==> config.mk <==
export PLATFORM = sky130hd
export DESIGN_NAME = gfx_timing_ctrl
export DESIGN_NICKNAME = d
export VERILOG_FILES = /design/src/rtl/gfx_timing_ctrl.sv
export SDC_FILE = /design/constraint.sdc
export NUM_CORES = 1
export LEC_CHECK = 0
export CAP_MARGIN = 5
export CORE_ASPECT_RATIO = 0.5
export CORE_MARGIN = 5
export CORE_UTILIZATION = 48
export CTS_CLUSTER_DIAMETER = 100
export DETAILED_ROUTE_END_ITERATION = 8
export GPL_ROUTABILITY_DRIVEN = 0
export PLACE_DENSITY = 0.88
export SYNTH_ARGS = -nofsm -noshare
export SYNTH_HDL_FRONTEND = slang
export SYNTH_SLANG_ARGS = --single-unit
==> constraint.sdc <==
create_clock -name clock -period 3.5 [get_ports clock]
set_input_delay 0.35 -clock clock [delete_from_list [all_inputs] [get_ports clock]]
set_output_delay 0.35 -clock clock [all_outputs]
set_load 0.05 [all_outputs]
Fig. 1: run 1, M1 wires
Scale: 6 px per um. Supply wires on this layer in grey.
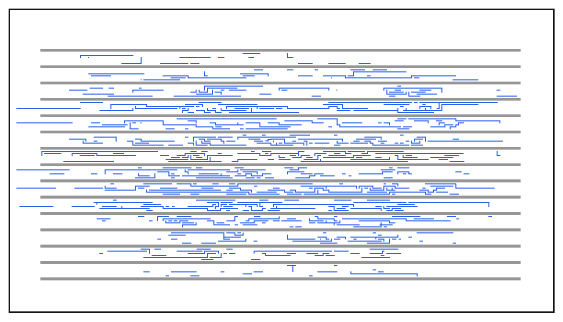
nets with wire on the layer: 221
longest straight run: 19.3 um
vias after detailed routing: 1518
wire length after detailed routing: 3910 um
met1 track demand over resource: 0.226

Fig. 2: run 1, M2 wires
Scale: 4 px per um.
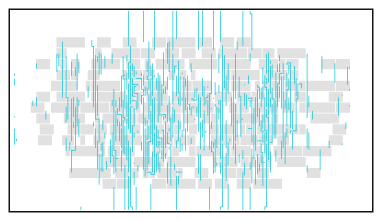
share of all routed wire: 47%
main direction: vertical
longest straight run: 23.8 um
nets with wire on the layer: 206
met2 track utilization from global routing: 0.286

Fig. 3: run 1, signal wires on met3
Scale: 6 px per um.
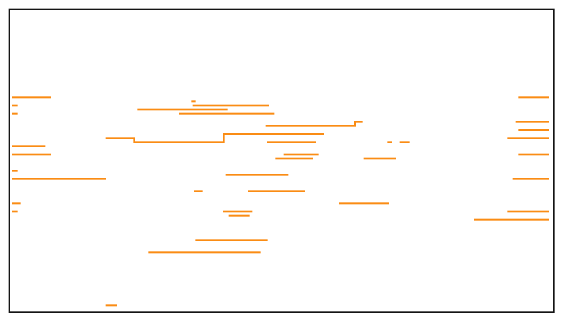
share of all routed wire: 7.2%
nets with wire on the layer: 33
met3 layer usage reported by global route: 0.0433

Fig. 4: run 1, I/O pins on the die edge
Scale: 6 px per um. Pins as bars across the die edge, other pins in grey.
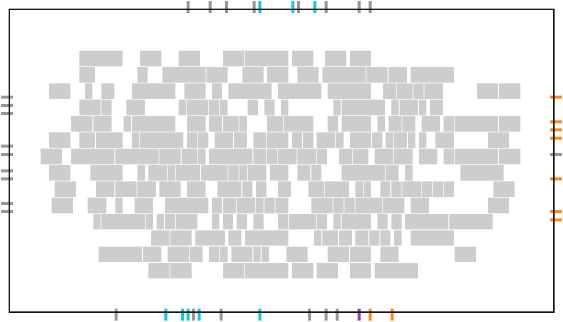
[vcount] cyan | pins: 8 | direction: output | edge: 5 bottom, 3 top
[hcount] orange | pins: 9 | direction: output | edge: 7 right, 2 bottom
[hblank_irq_en] purple | pins: 1 | direction: input | edge: bottom
all pins by edge: 14 bottom, 11 top, 9 left, 8 right
port buffer count: 41
overall die width: 90.5 um

==> summary.rpt, run 1 <==
FLOW METRICS REPORT
----------------------------------------------------
[Outcome]
  Result of the run ........................ complete, no violations

[Yosys]
  Cell count after synthesis ........................ roughly 190
  Mean Syn Cell Area ........................ about 8.4 um2
  Dominant cells by area after synthesis ........................ dfxtp_1, xnor2_1, xor2_1, nor3_1, a21oi_1
  Count of library flops with an enable pin ........................ 0
  Synth Seq Share ........................ 0.360
  Post-synth top flop ........................ dfxtp_1
  Post-synthesis sequential element count ........................ 28
  Cell type with the highest aggregate area in the netlist ........................ dfxtp_1
  Count of yosys warnings during synthesis ........................ 0
  Number of distinct library cells after synthesis ........................ roughly 43
  Most frequent cells after synthesis ........................ dfxtp_1, nor2_1, nor3_1, nand2_1, a21oi_1
  Net Count, Synth ........................ 203
  Most frequent cell after synthesis ........................ dfxtp_1
  Synth top area share ........................ 0.360
  FFs w/ async S/R, synth ........................ 0
  Post-synthesis chip area from yosys ........................ between 1500 and 2000 um2

[Power and ir drop]
  Net Switching ........................ between 0.0001 and 0.00015 W
  Worst vdd rail ir drop ........................ approximately 180 uV
  Total power divided by cell area ........................ 285 nW/um2
  Comb group ........................ 0.0000546 W
  Top power group ........................ sequential cells
  Sequential cell fraction of total power ........................ 0.557
  Power in the clock group ........................ approximately 0.00020 W
  Power of the sequential group ........................ about 0.00032 W
  Proportion of power drawn by the clock network ........................ 0.349
  Combinational cell fraction of total power ........................ 0.094
  Reported leakage power ........................ ~0.7 nW
  Switching part of the total power ........................ 0.227

[Route]
  Routed vias/inst ........................ slightly below 6
  Remaining design rule violation count ........................ 0
  Starting DRC count in detailed routing ........................ just under 90
  Post-route ant nets ........................ 0
  Wire per inst ........................ 14.9 um

[Finish]
  Number of flip-flops in the largest register ........................ 9
  Utilization of the core after routing ........................ 0.667
  Number of nets in the final layout ........................ approximately 240
  Area delta synth->final ........................ 30.8%
  # fillers ........................ ~260
  Share of post-route cells with drive strength above 1 ........................ 0.0541
  Total non-filler cell area in the finished layout ........................ approximately 2000 um2

[Timing]
  Number of hold violations in the final report ........................ 0
  Clock skew after layout ........................ between 0.007 and 0.008 ns
  Tightest hold margin ........................ roughly 0.54 ns
  Final Slew Violations ........................ 0
  Worst rel slew slack ........................ 0.405
  Final worst-path setup slack ........................ 0.408 ns
  Post-route setup TNS ........................ 0 ns
  Final setup violation count ........................ 0
  Transition at the pin with the smallest max-transition slack ........................ around 0.9 ns
  Maximum clock frequency ........................ 323 MHz
  Time the worst path needs with I/O delays and setup ........................ approximately 3.1 ns
  Unrepaired setup endpoints after global routing ........................ false

[Clock tree]
  Clock-pin transition on the worst setup and hold timing paths ........................ ~0.1 ns
  H-tree depth ........................ 1
  Clock Tree Root ........................ clkbuf_8
  Clock Path Buffers ........................ 2
  Post-CTS Setup Repair Bufs ........................ 0
  Clk Latency, worst-skew pair ........................ roughly 0.28 ns
  TritonCTS Sinks ........................ 28
  TritonCTS clock tree ........................ yes
  Number of buffers inserted for hold repair after clock tree synthesis ........................ 0

[Worst setup path]
  Count of buffering cells on the critical path with inverters included ........................ 0
  Category of the worst setup path launch point ........................ register
  CP Data Required Time ........................ between 3 and 4 ns
  Kind of cell with the highest combined delay on the critical path ........................ simple AND/OR/NAND/NOR gates
  CP Depth ........................ 7
  Cells traversed along the worst timing path ........................ ha_1 -> or4b_1 -> nor3_1 -> mux2i_1 -> xnor2_1 -> a2111o_1 -> nor4b_2
  Number of cells on the worst reg-to-reg path ........................ 7
  Arrival time reported for the critical path endpoint ........................ ~3.3 ns
  WS Path Type ........................ register to register
  Top fanout value on the critical path ........................ 9
  Critical Path Max Stage Delay ........................ between 0.6 and 0.7 ns

[Global routing]
  Global-route wire length before repair ........................ roughly 6600 um
  Largest net degree at the start of global routing ........................ 25
  Total overflow reported by the global router ........................ 0
  Via count of the first global-routing pass ........................ 1416
  Number of antenna violations at the first check in global routing ........................ 0

[Hold path]
  Path category of the worst min-delay check ........................ register to register
  Hold path depth ........................ 2

[Floorplanning]
  Number of cell rows ........................ 14
  FP Core Util ........................ 0.510
  Die footprint ........................ about 4500 um2
  Area of the core region ........................ 3050 um2
  IO Pins ........................ around 42

[Place]
  Post-DP HPWL ........................ ~3000 um
  Setup slack after placement ........................ roughly 0.47 ns
  Cell area after placement ........................ 1980 um2

[Job]
  Log Warnings ........................ 26

----------------------------------------------------
-- run 1: through the flow --
step,instances,total power (W)
finish,262,0.000581
global route,262,0.000602
CTS,262,0.000584
detailed placement,258,0.000386
global placement,258,0.000384
floorplan,186,0.000360
-- run 1: placed cells by master, fill, tap and decap left out, drive strengths merged, types with 2 or more instances in the layout --
master	n
and3	2
o2bb2ai	2
clkbuf	4
nor2b	2
nor4	4
clkdlybuf4s50	41
dfxtp	28
nor2	17
a31oi	3
ha	3
nand3	9
nand2	14
o21ai	4
nor3	15
inv	3
and4	3
buf	2
mux2i	4
xnor2	10
nand4	2
nor4b	3
o211ai	2
or2	2
a21oi	13
nor3b	2
nand3b	2
xor2	9
or3	5
-- run 1: layer usage --
| layer | track usage | vias to the layer above | share of wire |
|---|---|---|---|
| li1 | - | 747 | - |
| met1 | 0.226 | 710 | 0.44 |
| met2 | 0.286 | 53 | 0.46 |
| met4 | 0.0693 | 0 | 0.018 |
| met5 | 0 | - | 0 |
| met3 | 0.0433 | 8 | 0.071 |
-- run 1: cells by family (layout without fill, tap and decap cells) --
kind of cell / count (synthesis) / in the layout / share of synthesized area
buffers and inverters: 14 / 50 / 0.0402
and+or+nand+nor: 86 / 86 / 0.307
muxes: 5 / 5 / 0.0330
AOI/OAI and AO/OA: 31 / 31 / 0.128
adders and majority gates: 3 / 3 / 0.0241
xor gates and xnor gates: 19 / 19 / 0.107
DFF: 28 / 28 / 0.360
-- run 1: cell type report --
cell class	count	area, um2	share of cell area
flip-flops and latches	28	561	0.276
clock buffers	4	55.1	0.0271
well taps	40	50.0	0.0246
inverters	3	11.3	0.00554
multi-input cells	144	932	0.458
repair buffers	43	425	0.209
Fig. 5: run 1, placed standard cells
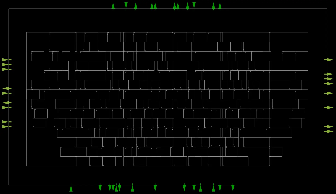

==> inputs of run 2 (changes only) <==
REMOVE_ABC_BUFFERS = 1   (was default)
Fig. 6: run 2, placed standard cells
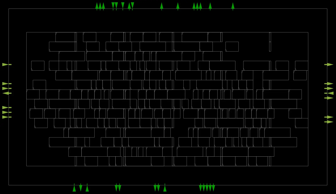
utilization of the core after routing: 0.665
tap cell instance count: 40
area of the core region: 3050 um2

==> run 2 against run 1 <==
Compared with the run above: register-to-register slack gained 0.12 ns; global-route usage decreased by 0.18 points; clock power hardly changed; critical endpoint unchanged; largest cell class unchanged.
==> summary.rpt, run 2 <==
FLOW METRICS REPORT
----------------------------------------------------
[Timing]
  Clock skew after layout ........................ between 0.003 and 0.004 ns
  Number of hold violations in the final report ........................ 0
  Post-route setup TNS ........................ 0 ns
  Final Slew Violations ........................ 0
  Worst rel slew slack ........................ 0.419
  Maximum clock frequency ........................ 336 MHz
  Transition at the pin with the smallest max-transition slack ........................ 0.868 ns
  Time the worst path needs with I/O delays and setup ........................ 2.97 ns
  Final clock period utilization by the worst path ........................ 0.850
  Final setup violation count ........................ 0
  Unrepaired setup endpoints after global routing ........................ false

[Route]
  Starting DRC count in detailed routing ........................ 92
  Post-route ant nets ........................ 0
  Remaining design rule violation count ........................ 0
  Wire per inst ........................ 15.2 um
  Number of iterations in the first detailed-routing pass ........................ 4
  Routed vias/inst ........................ a little under 6

[Clock tree]
  Clock Path Buffers ........................ 2
  Clock Tree Root ........................ clkbuf_8
  TritonCTS clock tree ........................ yes
  Clk Latency, worst-skew pair ........................ 0.28 ns
  Clock buffer count from CTS ........................ 3
  Post-CTS Setup Repair Bufs ........................ 0
  Clock-pin transition on the worst setup and hold timing paths ........................ roughly 0.09 ns
  TritonCTS Sinks ........................ 28
  Post-cts resize count ........................ 0
  H-tree depth ........................ 1
  Number of buffers inserted for hold repair after clock tree synthesis ........................ 0

[Power and ir drop]
  Sum of internal, switching and leakage power ........................ just under 0.0006 W
  Reported leakage power ........................ about 0.68 nW
  Worst vdd rail ir drop ........................ between 100 and 150 uV
  Total power divided by cell area ........................ 287 nW/um2

[Worst setup path]
  Critical Path Sink Type ........................ register
  Number of cells on the worst reg-to-reg path ........................ 8
  Category of the worst setup path launch point ........................ register
  Arrival time reported for the critical path endpoint ........................ about 3.2 ns
  Flop2flop setup slack ........................ ~0.53 ns
  CP Data Required Time ........................ approximately 3.7 ns
  WS Path Type ........................ register to register
  Top fanout value on the critical path ........................ 11

[Global routing]
  Largest net degree at the start of global routing ........................ 25
  GRT Total Usage ........................ 0.173
  Via count of the first global-routing pass ........................ between 1000 and 1500
  Total overflow reported by the global router ........................ 0
  Number of antenna violations at the first check in global routing ........................ 0
  Global-route wire length before repair ........................ 6520 um

[Finish]
  Area delta synth->final ........................ 30.3%
  Number of flip-flops in the largest register ........................ 9
  Highest-count logic cell in the final layout ........................ clkdlybuf4s50_1
  Total non-filler cell area in the finished layout ........................ slightly above 2000 um2
  Commonest non-fill, non-tap cells in the layout ........................ clkdlybuf4s50_1, dfxtp_1, nor2_1, nor3_1, nand2_1
  # fillers ........................ between 200 and 300
  Ant diodes ........................ 0
  Number of nets in the final layout ........................ ~240
  Share of post-route cells with drive strength above 1 ........................ 0.0498
  Non-filler cells, final ........................ between 200 and 300

[Yosys]
  Cell type with the highest aggregate area in the netlist ........................ dfxtp_1
  Xor/xnor share ........................ 0.107
  Dominant comb cell ........................ simple AND/OR/NAND/NOR gates
  Share of synthesized cell area in full adder, half adder and majority cells ........................ 0.0241
  Synth top area share ........................ 0.360
  Most frequent cell after synthesis ........................ dfxtp_1
  AO/OA Area Share ........................ 0.128
  Post-synth top flop ........................ dfxtp_1
  Post-synthesis chip area from yosys ........................ between 1500 and 2000 um2
  Simple-Gate Fraction of Synth Area ........................ 0.307
  Post-synthesis mux area share ........................ 0.0330
  Synthesized area ........................ ~1600 um2
  Count of yosys warnings during synthesis ........................ 0
  Cells in synth_stat.txt ........................ approximately 190
  FFs w/ async S/R, synth ........................ 0
  Number of distinct library cells after synthesis ........................ around 43
  Mean Syn Cell Area ........................ between 8 and 9 um2
  Most frequent cells after synthesis ........................ dfxtp_1, nor2_1, nor3_1, nand2_1, a21oi_1
  Post-synthesis sequential element count ........................ 28
  Dominant cells by area after synthesis ........................ dfxtp_1, xnor2_1, xor2_1, nor3_1, a21oi_1
  Synth Seq Share ........................ 0.360
  Cell count after synthesis ........................ roughly 190
  Count of library flops with an enable pin ........................ 0

[Floorplanning]
  Die footprint ........................ roughly 4500 um2
  IO Pins ........................ 42
  Die boundary height ........................ approximately 50 um
  Overall die width ........................ around 91 um
  FP Core Util ........................ 0.510
  Number of cell rows ........................ 14

[Place]
  Port buffer count ........................ roughly 41
  Placed Cells incl. Taps ........................ roughly 260
  Cell area after placement ........................ between 1500 and 2000 um2
  Post-DP HPWL ........................ just under 3000 um

[Hold path]
  Path category of the worst min-delay check ........................ register to register
  Hold path depth ........................ 2

[Job]
  Max-Cap Viols ........................ 0
  Log Warnings ........................ 25

[Outcome]
  Result of the run ........................ complete, no violations

----------------------------------------------------
Fig. 7: run 2, signal wires on met4
Scale: 6 px per um. Supply wires on this layer in grey.
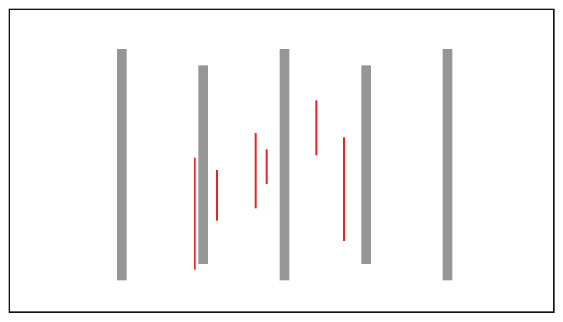
share of all routed wire: 1.8%
main direction: vertical
longest straight run: 18.4 um
wire length after detailed routing: 3970 um
vias after detailed routing: 1512

[run 2: power breakdown]
group | switching [W] | internal, W
combinational | 0.0000289 | 0.0000266
sequential | 0.00000236 | 0.000321
clock | 0.000101 | 0.000101
total | 0.000132 | 0.000449
[run 2: logic make-up after synthesis]
group | Yosys count
AOI/OAI and AO/OA | 31
xor gates and xnor gates | 19
adders and majority gates | 3
buffers and inverters | 14
DFF | 28
muxes | 5
and+or+nand+nor | 86
[run 2: routing by layer]
layer	part of all wire	vias up	GRT usage
li1	-	745	-
met1	0.44	690	0.219
met2	0.47	63	0.298
met3	0.075	14	0.0418
met4	0.018	0	0.0520
met5	0	-	0
[run 2: worst max-delay path, cell delays in order, from the launching register on]
cell	delay, ns
dfxtp_1	0.44
ha_1	0.24
or4b_1	0.62
nor3_1	0.23
buf_4	0.25
mux2i_1	0.32
xnor2_1	0.11
a2111o_1	0.44
nor4b_2	0.25
[run 2: stage by stage]
step / hold slack, ns / setup WS [ns]
floorplan: 0.419 / 0.0407
global placement: 0.508 / 0.738
detailed placement: 0.531 / 0.622
CTS: 0.545 / 0.580
global route: 0.610 / 0.347
finish: 0.546 / 0.526
[run 2: layout make-up]
cell class	instances	area [um2]	area share
timing repair buffer	42	418	0.206
sequential	28	561	0.277
inverter	3	11.3	0.00556
tap	40	50.0	0.0247
multi-input combinational	144	932	0.460
clock buffer	4	55.1	0.0272
Power figures rest on the tool's default switching activity, not on a simulated workload.
